**Run 1: routed clock nets over the placement**

Scale bar: 20 um.
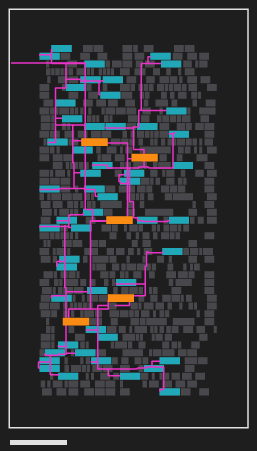
**Run 1: cells by drive strength**

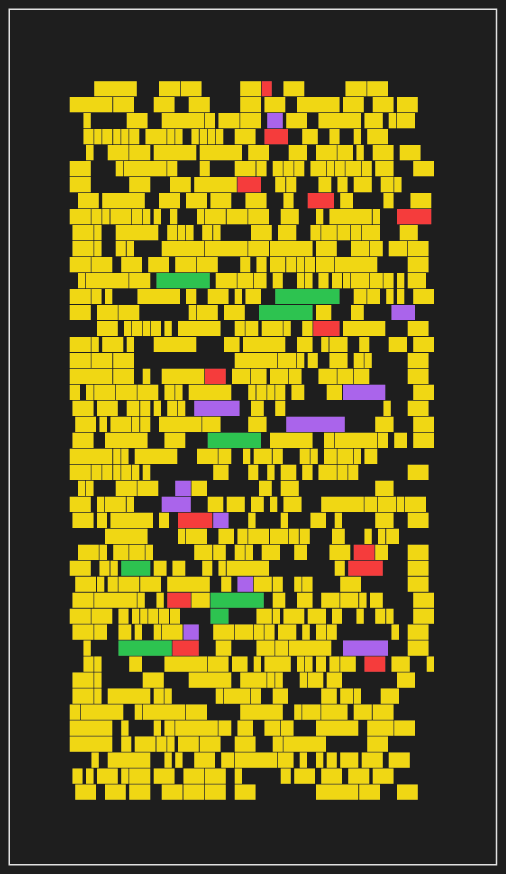
**Run 1: cell outlines without signal wires**

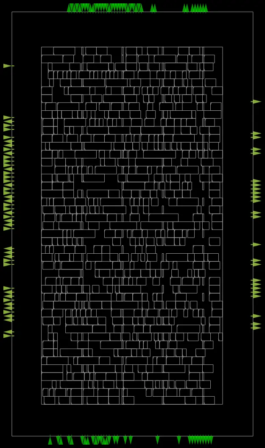
**Run 1: register map, names as in the netlist**

Scale bar: 20 um.
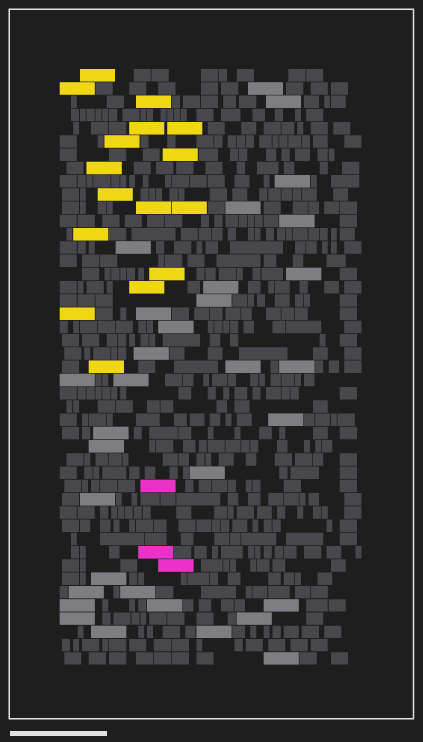
`src/rtl/cpu_sequencer_if.sv`:
```
// Sequencer bus: instruction/immediate fetch, register-file and data-memory
// write strobes, and status flags.
interface cpu_sequencer_if;
  logic [15:0] instr;
  logic [15:0] N;
  logic [15:0] rddata;
  logic        jump;
  logic [15:0] pc;
  logic [15:0] instr_addr1;
  logic [15:0] instr_addr2;
  logic [15:0] ir;
  logic [15:0] imm;
  logic        rd_wen;
  logic        rs_wen;
  logic        data_wen1;
  logic        data_wen2;
  logic        halted;
  logic        stack_err;

  modport master (
    input  instr, N, rddata, jump,
    output pc, instr_addr1, instr_addr2, ir, imm,
           rd_wen, rs_wen, data_wen1, data_wen2, halted, stack_err
  );

  modport slave (
    output instr, N, rddata, jump,
    input  pc, instr_addr1, instr_addr2, ir, imm,
           rd_wen, rs_wen, data_wen1, data_wen2, halted, stack_err
  );
endinterface

```
`src/rtl/cpu_sequencer.sv`:
```
// cpu_sequencer: non-overlapped FETCH/DECODE/EXEC(/MEMWAIT) instruction
// sequencer with PC, instruction and immediate registers.
// Optional feature macro CALL_STACK_EN: 4-entry return stack for CAL/RTN;
// without it CAL/RTN behave as NOP and stack_err is tied low.
module cpu_sequencer (
  input logic               clk,
  input logic               reset,
  cpu_sequencer_if.master   bus
);

  localparam int unsigned W = 16;

  localparam logic [2:0] S_FETCH   = 3'd0;
  localparam logic [2:0] S_DECODE  = 3'd1;
  localparam logic [2:0] S_EXEC    = 3'd2;
  localparam logic [2:0] S_MEMWAIT = 3'd3;
  localparam logic [2:0] S_HALT    = 3'd4;

  localparam logic [4:0] OP5_STP = 5'b11111;
  localparam logic [4:0] OP5_PST = 5'b10010;
  localparam logic [4:0] OP5_PLD = 5'b10000;
  localparam logic [4:0] OP5_CAL = 5'b00001;
  localparam logic [4:0] OP5_RTN = 5'b11100;

  localparam logic [3:0] OP4_CMP = 4'b0001;
  localparam logic [3:0] OP4_JMP = 4'b0010;

  logic [2:0]   state_q, state_d;
  logic [W-1:0] pc_q, pc_d;
  logic [W-1:0] ir_q, ir_d;
  logic [W-1:0] imm_q, imm_d;

  logic [4:0]   op5_c;
  logic [3:0]   op4_c;
  logic [W-1:0] pc_seq_c;
  logic         alu_op_c;

  assign op5_c    = ir_q[15:11];
  assign op4_c    = ir_q[15:12];
  // Type-I instructions carry an immediate word and occupy two slots.
  assign pc_seq_c = pc_q + (ir_q[11] ? W'(2) : W'(1));

  // Register-writing ALU/move class.
  always_comb begin
    alu_op_c = 1'b0;
    case (op4_c)
      4'b0100, 4'b0101, 4'b0110, 4'b0111,
      4'b1011, 4'b1100, 4'b1101: alu_op_c = 1'b1;
      default:                   alu_op_c = 1'b0;
    endcase
  end

`ifdef CALL_STACK_EN
  logic [W-1:0] stk_q [4];
  logic [2:0]   sp_q, sp_d;
  logic         stack_err_q, stack_err_d;
  logic         push_c;

  // Stack pointer and sticky error flag.
  always_ff @(posedge clk) begin
    if (reset) begin
      sp_q        <= 3'd0;
      stack_err_q <= 1'b0;
    end else begin
      sp_q        <= sp_d;
      stack_err_q <= stack_err_d;
    end
  end

  // Return-address storage; contents are only meaningful below sp.
  always_ff @(posedge clk) begin
    if (!reset && push_c) begin
      stk_q[sp_q[1:0]] <= pc_q + W'(2);
    end
  end

  assign bus.stack_err = stack_err_q;
`else
  assign bus.stack_err = 1'b0;
`endif

  // Sequencer state and architectural registers.
  always_ff @(posedge clk) begin
    if (reset) begin
      state_q <= S_FETCH;
      pc_q    <= '0;
      ir_q    <= '0;
      imm_q   <= '0;
    end else begin
      state_q <= state_d;
      pc_q    <= pc_d;
      ir_q    <= ir_d;
      imm_q   <= imm_d;
    end
  end

  // Next-state and PC update.
  always_comb begin
    state_d = state_q;
    pc_d    = pc_q;
    ir_d    = ir_q;
    imm_d   = imm_q;
`ifdef CALL_STACK_EN
    sp_d        = sp_q;
    stack_err_d = stack_err_q;
    push_c      = 1'b0;
`endif
    case (state_q)
      S_FETCH: begin
        state_d = S_DECODE;
      end
      S_DECODE: begin
        ir_d    = bus.instr;
        imm_d   = bus.N;
        state_d = (bus.instr[15:11] == OP5_STP) ? S_HALT : S_EXEC;
      end
      S_EXEC: begin
        state_d = S_FETCH;
        pc_d    = pc_seq_c;
        if (op5_c == OP5_PLD) begin
          // PC advances once the load write-back has happened.
          state_d = S_MEMWAIT;
          pc_d    = pc_q;
        end else if (op5_c == OP5_PST) begin
          pc_d = pc_seq_c;
`ifdef CALL_STACK_EN
        end else if (op5_c == OP5_CAL) begin
          if (sp_q == 3'd4) begin
            stack_err_d = 1'b1;
            pc_d        = pc_q;
            state_d     = S_HALT;
          end else begin
            push_c = 1'b1;
            sp_d   = sp_q + 3'd1;
            pc_d   = imm_q;
          end
        end else if (op5_c == OP5_RTN) begin
          if (sp_q == 3'd0) begin
            stack_err_d = 1'b1;
            pc_d        = pc_q;
            state_d     = S_HALT;
          end else begin
            sp_d = sp_q - 3'd1;
            pc_d = stk_q[sp_q[1:0] - 2'd1];
          end
`endif
        end else if (op4_c == OP4_CMP) begin
          pc_d = pc_seq_c + (bus.jump ? W'(ir_q[1:0]) : W'(0));
        end else if (op4_c == OP4_JMP) begin
          pc_d = ir_q[11] ? imm_q : bus.rddata;
        end
      end
      S_MEMWAIT: begin
        pc_d    = pc_seq_c;
        state_d = S_FETCH;
      end
      S_HALT: begin
        state_d = S_HALT;
      end
      default: begin
        state_d = S_FETCH;
      end
    endcase
  end

  // Write strobes decoded from state; reset suppresses any in-flight write.
  always_comb begin
    bus.rd_wen    = 1'b0;
    bus.rs_wen    = 1'b0;
    bus.data_wen1 = 1'b0;
    bus.data_wen2 = 1'b0;
    case (state_q)
      S_EXEC: begin
        if (op5_c == OP5_PST) begin
          bus.data_wen1 = ir_q[3];
          bus.data_wen2 = ir_q[2];
        end else if (alu_op_c) begin
          bus.rd_wen = 1'b1;
        end
      end
      S_MEMWAIT: begin
        bus.rd_wen = ir_q[3];
        bus.rs_wen = ir_q[2];
      end
      default: begin
        bus.rd_wen = 1'b0;
      end
    endcase
    if (reset) begin
      bus.rd_wen    = 1'b0;
      bus.rs_wen    = 1'b0;
      bus.data_wen1 = 1'b0;
      bus.data_wen2 = 1'b0;
    end
  end

  assign bus.pc          = pc_q;
  assign bus.instr_addr1 = pc_q;
  assign bus.instr_addr2 = pc_q + W'(1);
  assign bus.ir          = ir_q;
  assign bus.imm         = imm_q;
  assign bus.halted      = (state_q == S_HALT);

endmodule
```
`src/flat_wrapper.sv`:
```
// flat-port wrapper written by rule: the top's interface ports become plain ports
module cpu_sequencer_flat 
  (clk, reset, bus_instr, bus_N, bus_rddata, bus_jump, bus_pc, bus_instr_addr1, bus_instr_addr2, bus_ir, bus_imm, bus_rd_wen, bus_rs_wen, bus_data_wen1, bus_data_wen2, bus_halted, bus_stack_err);
  cpu_sequencer_if bus_i ();
  input logic clk;
  input logic reset;
  input wire logic [$bits(bus_i.instr)-1:0] bus_instr;
  input wire logic [$bits(bus_i.N)-1:0] bus_N;
  input wire logic [$bits(bus_i.rddata)-1:0] bus_rddata;
  input wire logic [$bits(bus_i.jump)-1:0] bus_jump;
  output wire logic [$bits(bus_i.pc)-1:0] bus_pc;
  output wire logic [$bits(bus_i.instr_addr1)-1:0] bus_instr_addr1;
  output wire logic [$bits(bus_i.instr_addr2)-1:0] bus_instr_addr2;
  output wire logic [$bits(bus_i.ir)-1:0] bus_ir;
  output wire logic [$bits(bus_i.imm)-1:0] bus_imm;
  output wire logic [$bits(bus_i.rd_wen)-1:0] bus_rd_wen;
  output wire logic [$bits(bus_i.rs_wen)-1:0] bus_rs_wen;
  output wire logic [$bits(bus_i.data_wen1)-1:0] bus_data_wen1;
  output wire logic [$bits(bus_i.data_wen2)-1:0] bus_data_wen2;
  output wire logic [$bits(bus_i.halted)-1:0] bus_halted;
  output wire logic [$bits(bus_i.stack_err)-1:0] bus_stack_err;
  assign bus_i.instr = bus_instr;
  assign bus_i.N = bus_N;
  assign bus_i.rddata = bus_rddata;
  assign bus_i.jump = bus_jump;
  assign bus_pc = bus_i.pc;
  assign bus_instr_addr1 = bus_i.instr_addr1;
  assign bus_instr_addr2 = bus_i.instr_addr2;
  assign bus_ir = bus_i.ir;
  assign bus_imm = bus_i.imm;
  assign bus_rd_wen = bus_i.rd_wen;
  assign bus_rs_wen = bus_i.rs_wen;
  assign bus_data_wen1 = bus_i.data_wen1;
  assign bus_data_wen2 = bus_i.data_wen2;
  assign bus_halted = bus_i.halted;
  assign bus_stack_err = bus_i.stack_err;
  cpu_sequencer u_core (.clk(clk), .reset(reset), .bus(bus_i));
endmodule
```
`config.mk`:
```
export PLATFORM = sky130hd
export DESIGN_NAME = cpu_sequencer_flat
export DESIGN_NICKNAME = d
export VERILOG_FILES = /design/src/rtl/cpu_sequencer_if.sv /design/src/rtl/cpu_sequencer.sv /design/src/flat_wrapper.sv
export SDC_FILE = /design/constraint.sdc
export NUM_CORES = 1
export LEC_CHECK = 0
export CORE_ASPECT_RATIO = 2
export CORE_MARGIN = 10
export CORE_UTILIZATION = 49
export CTS_CLUSTER_DIAMETER = 120
export DETAILED_ROUTE_END_ITERATION = 16
export HOLD_SLACK_MARGIN = 0.12
export PLACE_DENSITY_LB_ADDON = 0.1
export SLEW_MARGIN = 0
export SYNTH_ARGS = -nofsm -noshare
export SYNTH_HDL_FRONTEND = slang
export SYNTH_SLANG_ARGS = --single-unit
```
`constraint.sdc`:
```
create_clock -name clk -period 9.68 [get_ports clk]
set_input_delay 1.936 -clock clk [delete_from_list [all_inputs] [get_ports clk]]
set_output_delay 1.936 -clock clk [all_outputs]
set_load 0.01 [all_outputs]
```
==> flow_summary.ini, run 1 <==
; synthesis and place-and-route metrics
[critical_path]
rrSetupSlack_ns = 6.20
crit_slowest_cell = clkdlybuf4s50_1
cp-endpoint = bus_data_wen2
critPathTopFamily = buffers and inverters
timing_worst_setup_path_type = input pin to output port
cp_num_buf_inv = 3

[floorplan]
die_y_um = 145
nWellTaps = 94
dieArea_sq_um = 12000
core_sq_um = 7600

[yosys]
synth_seq_share_pct = 26.5
syn_avg_cell_area_sq_um = 7.60
muxShareOfSynthArea_pct = 5.30
edf_count = 0
ys_types = 66
fa_ha_area_share_pct = 2.67
ys_warn_count = 0
synth_stat.cells = 506
top_cell_area_share_pct = 26.5
flop_cell = dfxtp_1
synth_xor_xnor_area_share_pct = 7.25

[final_timing]
hold_viol = 0
fin_hold_ws_ns = 0.464
slew_viol_final = 0
setup_viol = 0
max_slew_margin_pct = 16.9
setup_ws_ns = 4.18

[power]
comb_power_share_pct = 28.5
power.internal_mw = 0.450
swShare_pct = 31.5
peakVddDrop_uv = 119

[route]
initialDrtViolationCount = 315
drtPass1Iterations = 5
post_drt_wl_per_cell_um = 19.3
drt-total-wl_mm = 13.3
drt-vias-per-instance = 5.92
via_count = 4087

[placed_design]
dp_hpwl_mm = 10.4
place_area_sq_um = 5040
dp_slack_ns = 4.18
port_buffers = 135
gp_congestion = 0.916

[clock_network]
clock_path_buffers = 2
post_cts_buffers = 0
cts_num_sinks = 51
hold_buffers = 0
tritoncts = done
cts-root-buf = clkbuf_16
cts_htree_levels = 2

[run_status]
status = complete, no violations

[cells_and_area]
largest_class = combinational gates
clockBufferCount = 6
combGateArea_sq_um = 2480
most-common-layout-cells = 134 x clkdlybuf4s50_1, 88 x nand2_1, 54 x a21oi_1, 51 x dfxtp_1, 29 x nor2_1
layout-drive-gt1-share_pct = 5.37
final-clk-cell-share_pct = 3.41
nets = 653

[global_route]
grt_max_degree = 55
groute.layer.met3.usage_pct = 5.25
overflow = 0
grt_antenna_before_repair = 0
first_global_vias = 4155

[hold_path]
hold_depth = 2
min_from = u_core.bus.ir[9]
Back to the opening pictures, 'routed clock nets over the placement':
- flip-flops: cyan (count 51)
- cells driving clock nets: orange (count 5)
- clock wires: magenta (length 765 um)
- routed clock nets: 6
Worst Skew: 0.00698 ns
clock network fraction of total power: 33.1%
Clk power: 0.217 mW
Worst-Skew Late Latency: 0.30 ns

Back to the opening pictures, 'cells by drive strength':
- drive 2: red (cells 13; share 2.2%)
- drive 3 to 4: purple (cells 11; share 1.8%)
- drive 6 and up: green (cells 8; share 1.3%)
- drive 1 or less: yellow (cells 564; share 95%)

Back to the opening pictures, 'cell outlines without signal wires':
FP Rows: 45
registers: 51
final core utilization: 68.6%

Back to the opening pictures, 'register map, names as in the netlist':
- `u_core.state_q`: magenta (sequential cells 3)
- `u_core.bus.imm`: yellow (sequential cells 16)
- not colored: 32
Seq. pwr: 0.253 mW
Reg area: 1020 sq um
flop share of the area: 19.6%

[run 1: cells in the mapped netlist (all sizes together), types with 4 or more instances]
master	instances
dfxtp	51
o32ai	4
and2	8
nand4	9
buf	36
or3	7
a211oi	11
a21o	5
o21ai	11
ha	5
xor2	9
nor3	18
xnor2	22
nor4	6
a21oi	54
nor2b	4
nor2	29
nor3b	4
o211ai	4
nand3	16
inv	9
or4	4
nand2	88
clkbuf	22
a311oi	6
o21a	4
mux2i	17
[run 1: flip-flops by register name, indices dropped and copies added (netlist names)]
signal,cells
u_core.bus.instr_addr1,16
u_core.state_q,3
u_core.bus.imm,16
u_core.bus.ir,16
[run 1: cell families (layout without fill, tap and decap cells)]
logic type                 after synthesis  in the layout
and+or+nand+nor                        206            206
xor gates and xnor gates                31             31
other                                    1              1
adders and majority gates                7              7
DFF                                     51             51
muxes                                   20             20
buffers and inverters                   67            157
AOI/OAI and AO/OA                      123            123
[run 1: worst register-to-register path: cells and delay by family, from the launching register on]
| kind | cells | cell delay [ns] |
|---|---|---|
| simple gates | 4 | 1.25 |
| fa+ha+maj | 3 | 1.11 |
| buf+inv | 2 | 0.44 |
| flops | 1 | 0.33 |
| compound gates | 2 | 0.31 |
[run 1: power groups by stage]
stage	sequential, mW	clock, mW	combinational, mW
after CTS	0.252	0.218	0.187
final	0.253	0.217	0.187
after global placement	0.256	0	0.184
after detailed placement	0.257	0	0.187
after global routing	0.256	0.225	0.204
after floorplan	0.248	0	0.109
[run 1: layer usage]
metal  part of all wire [%]  routed length (um)
met4                    4.3                 575
met1                     34                4560
met2                     55                7280
met5                      0                   0
met3                    6.9                 917
**Run 1: wiring heat map**

17 x 29 tiles, from dark blue (low) to red (high), scaled to the fullest tile. Values are wire area over tile area, all layers added.
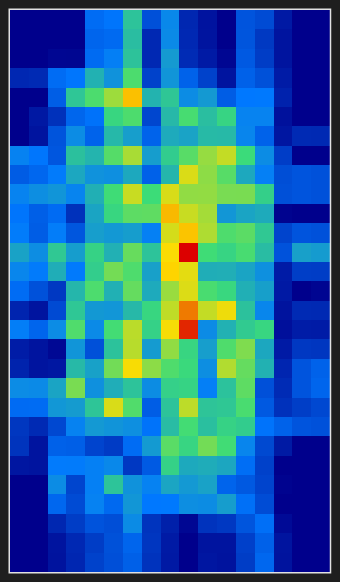

==> run 2: changes to the inputs <==
- CORE_UTILIZATION: 49 -> 46
- clock period: 9.68 -> 5.5 ns (I/O delays scaled with it)
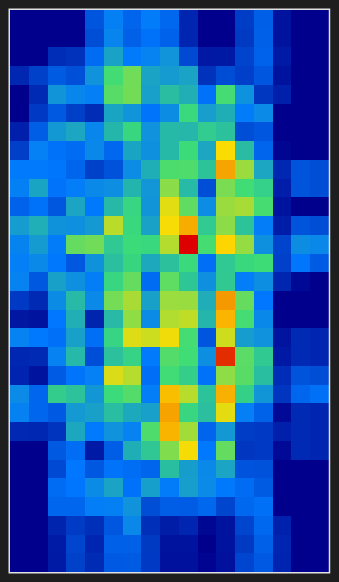
**Above:** run 2 (wiring heat map).
17 x 30 tiles, from dark blue (low) to red (high), scaled to the fullest tile. Values are wire area over tile area, all layers added.
- mean over tiles: 0.18
- tiles over half the peak: 14%
- fullest tile: 0.70
via count: 4123
GRT Util Overall: 21.4%
DR WL/cell: 19.9 um
final WL: 13.8 mm

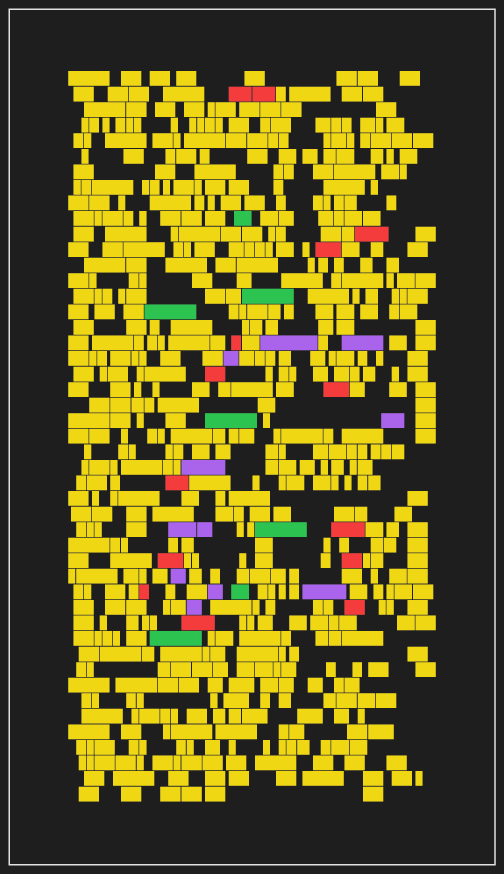
**Above:** run 2 (cells by drive strength).
- drive 1 or less: yellow (cells 564; share 95%)
- drive 3 to 4: purple (cells 11; share 1.8%)
- drive 2: red (cells 14; share 2.3%)
- drive 6 and up: green (cells 7; share 1.2%)
Buffers excl. clock: 140
Final Cell Area: 5190 sq um
worst setup slack after layout: 1.57 ns

==> run 2 against run 1 <==
  * Cell area fell by 0.48%
  * Non-clock buffer count did not move
  * Power rose by 69%
  * Combinational power rose by 78%
  * Register-to-register slack got worse by 4.0 ns
  * Clock-buffer cell count fell by 1
  * Die size rose by 5.3%
  * Clock power rose by 54%
  * Clock skew rose by 0.0053 ns
  * Via count rose by 0.88%
==> flow_summary.ini, run 2 <==
; synthesis and place-and-route metrics
[clock_network]
tritoncts = done
hold_buffers = 0
cts_resized = 0
cts-root-buf = clkbuf_16
clk_latency_ns = 0.31
cts_num_sinks = 51
clock_path_buffers = 2
cts_htree_levels = 2
post_cts_buffers = 0

[cells_and_area]
layout-drive-gt1-share_pct = 5.37
nets = 653
final_util_pct = 63.0
most-common-layout-cells = 134 x clkdlybuf4s50_1, 88 x nand2_1, 54 x a21oi_1, 51 x dfxtp_1, 29 x nor2_1
layout_top_cell = clkdlybuf4s50_1
syn2layout_area_growth_pct = 34.9
antennaDiodeCount = 0

[power]
peakVddDrop_uv = 193
p_per_area_nw_per_um2 = 214
leakage_nw = 1.75

[yosys]
edf_count = 0
synth_stat.cells = 506
flop_cell = dfxtp_1
top_cell_area_share_pct = 26.5
top_cell = nand2_1
async_flop_share_pct = 0
synth_xor_xnor_area_share_pct = 7.25
syn_avg_cell_area_sq_um = 7.60
syn_area_sq_um = 3850
synthAoiAreaFrac_pct = 21.5
fa_ha_area_share_pct = 2.67
fp_nets = 564
simple_gate_area_share_pct = 27.5
ys_types = 66
synthTopLogicFamily = simple AND/OR/NAND/NOR gates
ys_top_cells_by_count = 88 x nand2_1, 54 x a21oi_1, 51 x dfxtp_1, 29 x nor2_1, 22 x clkbuf_1
muxShareOfSynthArea_pct = 5.30
ys_warn_count = 0
synth_seq_share_pct = 26.5

[final_timing]
min_period_ns = 3.93
setup_viol = 0
rsz0062_at_grt = false
hold_viol = 0
worst_slew_pin_slew_ns = 1.01
skew_ns = 0.0123
slew_viol_final = 0
max_slew_margin_pct = 31.9
fin_hold_ws_ns = 0.458

[route]
met2WireLength_mm = 7.44
route.detailed.drc = 0
top_layer = met4
wl_met3_mm = 1.00
initialDrtViolationCount = 252
drt-vias-per-instance = 5.94
postRouteAntennaNets = 0
drtPass1Iterations = 5
met1_length_mm = 4.65

[job]
tool_warnings = 26
timing.max_cap.violations = 0

[run_status]
status = complete, no violations

[placed_design]
dp_hpwl_mm = 10.7
place_area_sq_um = 5040
gp_congestion = 0.901
port_buffers = 135

[critical_path]
startpoint_type = flop
critical_path_required_ns = 4.40
timing_worst_setup_path_type = flop to output port
critPathMaxFanout = 18
crit_arrival_ns = 2.83

[floorplan]
core_sq_um = 8230
rows = 47
fp_util_pct = 46.7
die_width_um = 84.7
dieArea_sq_um = 12600
die_y_um = 149

[global_route]
first_global_vias = 4262
grt_max_degree = 54
grt_antenna_before_repair = 0
grt_pass1_wl_mm = 22.3
overflow = 0
run 2: final timing paths:
| kind | cells past startpoint | start | end | slack [ns] |
|---|---|---|---|---|
| max | 6 | u_core.bus.instr_addr1[2] | bus_instr_addr2[14] | 1.57 |
| min | 2 | u_core.bus.ir[8] | u_core.bus.ir[8] | 0.46 |
| max reg2reg | 9 | u_core.bus.instr_addr1[0] | u_core.bus.instr_addr1[15] | 2.25 |
| min reg2reg | 2 | u_core.bus.ir[8] | u_core.bus.ir[8] | 0.46 |
run 2: through the flow:
| stage | worst slack, ns | cells | total power, mW |
|---|---|---|---|
| CTS | 1.59 | 694 | 1.12 |
| finish | 1.57 | 694 | 1.11 |
| floorplan | 1.95 | 506 | 0.628 |
| detailed placement | 1.93 | 686 | 0.785 |
| global placement | 1.97 | 686 | 0.779 |
| global route | 1.42 | 694 | 1.17 |
run 2: where the power goes:
| part | internal (mW) | total (mW) | switching (mW) |
|---|---|---|---|
| combinational | 0.168 | 0.333 | 0.166 |
| sequential | 0.396 | 0.444 | 0.0483 |
| clock | 0.172 | 0.335 | 0.163 |
run 2: critical path: stages (launching register included):
cell	delay (ns)
dfxtp_1	0.77
and4_1	0.38
and2_1	0.17
nand4_1	0.22
nor3_1	0.27
xnor2_1	0.15
clkdlybuf4s50_1	0.56
run 2: area by class of cell:
| class | count | area (sq um) |
|---|---|---|
| clock buffer | 5 | 125 |
| clock inverter | 3 | 22.5 |
| fill | 760 | 3040 |
| inverter | 9 | 33.8 |
| multi-input combinational | 388 | 2480 |
| sequential | 51 | 1020 |
| tap | 98 | 123 |
| timing repair buffer | 140 | 1380 |
run 2: metal layers:
metal	GRT usage, %	vias to the layer above
met1	21.1	1906
met5	0	-
met4	12.6	0
met3	5.74	45
li1	-	1978
met2	38.8	194
**Run 2: register map, names as in the netlist**

Scale bar: 20 um.
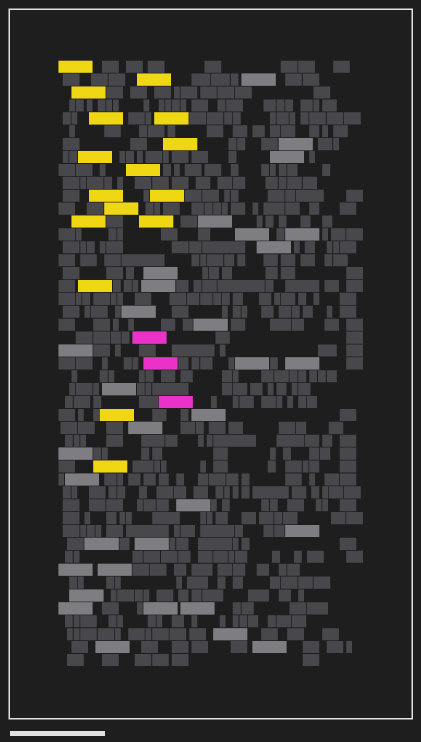

==> run 3: changes to the inputs <==
- CORE_UTILIZATION: 46 -> 41
- clock period: 5.5 -> 3.4 ns (I/O delays scaled with it)
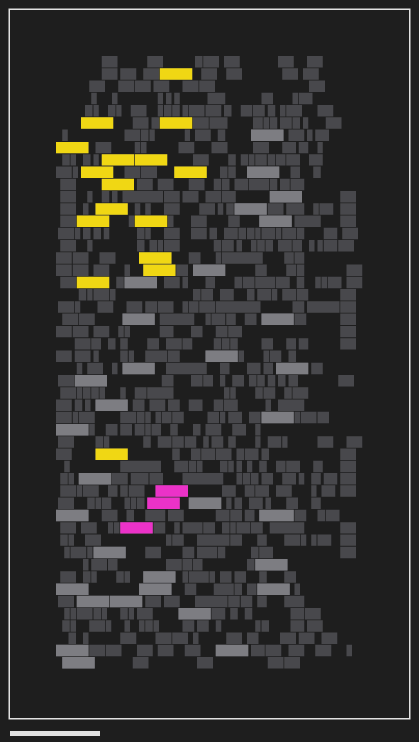
**Above:** run 3 (register map, names as in the netlist).
Scale bar: 20 um.
Reg area: 1020 sq um
Seq. pwr: 0.694 mW

==> run 3 against run 2 <==
  * Sequential cell count is the same
  * Area after synthesis is the same
  * Sequential power grew 56%
  * Cell area grew 2.6%
  * Clock-buffer cell count grew 1
  * Register-to-register slack lost 1.9 ns
  * Critical endpoint is now bus_data_wen2
  * Highest routed layer unchanged
==> flow_summary.ini, run 3 <==
; synthesis and place-and-route metrics
[run_status]
status = complete, no violations

[floorplan]
rows = 50

[yosys]
top_cell = nand2_1
fa_ha_area_share_pct = 2.67
muxShareOfSynthArea_pct = 5.30
synth_xor_xnor_area_share_pct = 7.25
ys_warn_count = 0
top_cell_area_share_pct = 26.5
synth_seq_share_pct = 26.5
synth_stat.cells = 506

[final_timing]
setup_ws_ns = 0.216

[clock_network]
post_cts_buffers = 0
hold_buffers = 0

[route]
drtPass1Iterations = 4
postRouteAntennaNets = 0
met2WireLength_mm = 7.86
met1_length_mm = 4.85
via_count = 4081
post_drt_wl_per_cell_um = 19.6

[critical_path]
cp-endpoint = bus_data_wen2
timing_worst_setup_path_type = flop to output port
cp_num_buf_inv = 2
rrSetupSlack_ns = 0.33
crit_arrival_ns = 2.50
reg2regPathDepth = 9
r2r-start = u_core.bus.ir[11]
path_depth = 5

[job]
timing.max_cap.violations = 0
tool_warnings = 26

[cells_and_area]
antennaDiodeCount = 0
final_util_pct = 57.5

[power]
p_per_area_nw_per_um2 = 338
power.internal_mw = 1.20
p_total_mw = 1.80
sequentialPowerShare_pct = 38.6
peakVddDrop_uv = 287

[global_route]
use_met1_pct = 18.6
first_global_vias = 4133
overflow = 0

[placed_design]
place_area_sq_um = 5180
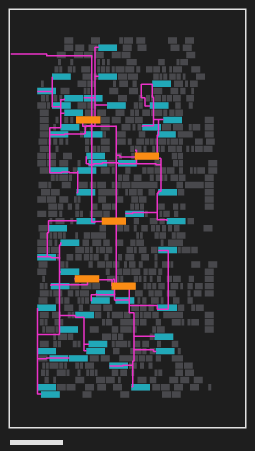
**Above:** run 3 (routed clock nets over the placement).
Scale bar: 20 um.
clock network fraction of total power: 29.0%
Clk power: 0.521 mW
Worst Skew: 0.00321 ns

-- run 3: cell count changes in the layout (fill, tap and decap cells not counted) --
cell        previous run  this run
clkbuf_1               0         1
dfxtp_1               51        50
inv_6                  2         1
dfxtp_2                0         1
clkinvlp_4             0         1
buf_4                  5        22
clkinv_2               1         0
-- run 3: cell families after synthesis --
group                    count (synthesis)
buffers and inverters                   67
multiplexers                            20
AND/OR/NAND/NOR                        206
adder cells (fa/ha/maj)                  7
XOR/XNOR                                31
AND-OR/OR-AND                          123
other                                    1
flip-flops                              51
-- run 3: area by class of cell --
class	instances	area share [%]
sequential	51	19.2
timing repair buffer	157	28.4
clock inverter	2	0.306
tap	104	2.44
inverter	9	0.635
multi-input combinational	388	46.6
clock buffer	6	2.42
-- run 3: metrics by stage --
step / hold WS [ns] / cells
global route: 0.481 / 717
detailed placement: 0.455 / 709
finish: 0.458 / 717
floorplan: 0.481 / 506
CTS: 0.464 / 717
global placement: 0.443 / 709
-- run 3: worst min-delay path by stage --
stage                                  from           endpoint  depth (start not counted)
after floorplan           u_core.bus.ir[10]  u_core.bus.ir[10]                          2
after global placement     u_core.bus.ir[6]   u_core.bus.ir[6]                          2
after detailed placement   u_core.bus.ir[6]   u_core.bus.ir[6]                          2
after CTS                  u_core.bus.ir[8]   u_core.bus.ir[8]                          2
after global routing       u_core.bus.ir[8]   u_core.bus.ir[8]                          2
final                      u_core.bus.ir[8]   u_core.bus.ir[8]                          2
-- run 3: power by group through the flow --
stage	Sequential, mW	Combinational (mW)	Clock, mW
2_1_floorplan	0.706	0.310	0
3_3_place_gp	0.706	0.577	0
3_5_place_dp	0.708	0.583	0
4_1_cts	0.694	0.586	0.527
5_1_grt	0.702	0.628	0.546
6_report	0.694	0.583	0.521
Power figures rest on the tool's default switching activity, not on a simulated workload.
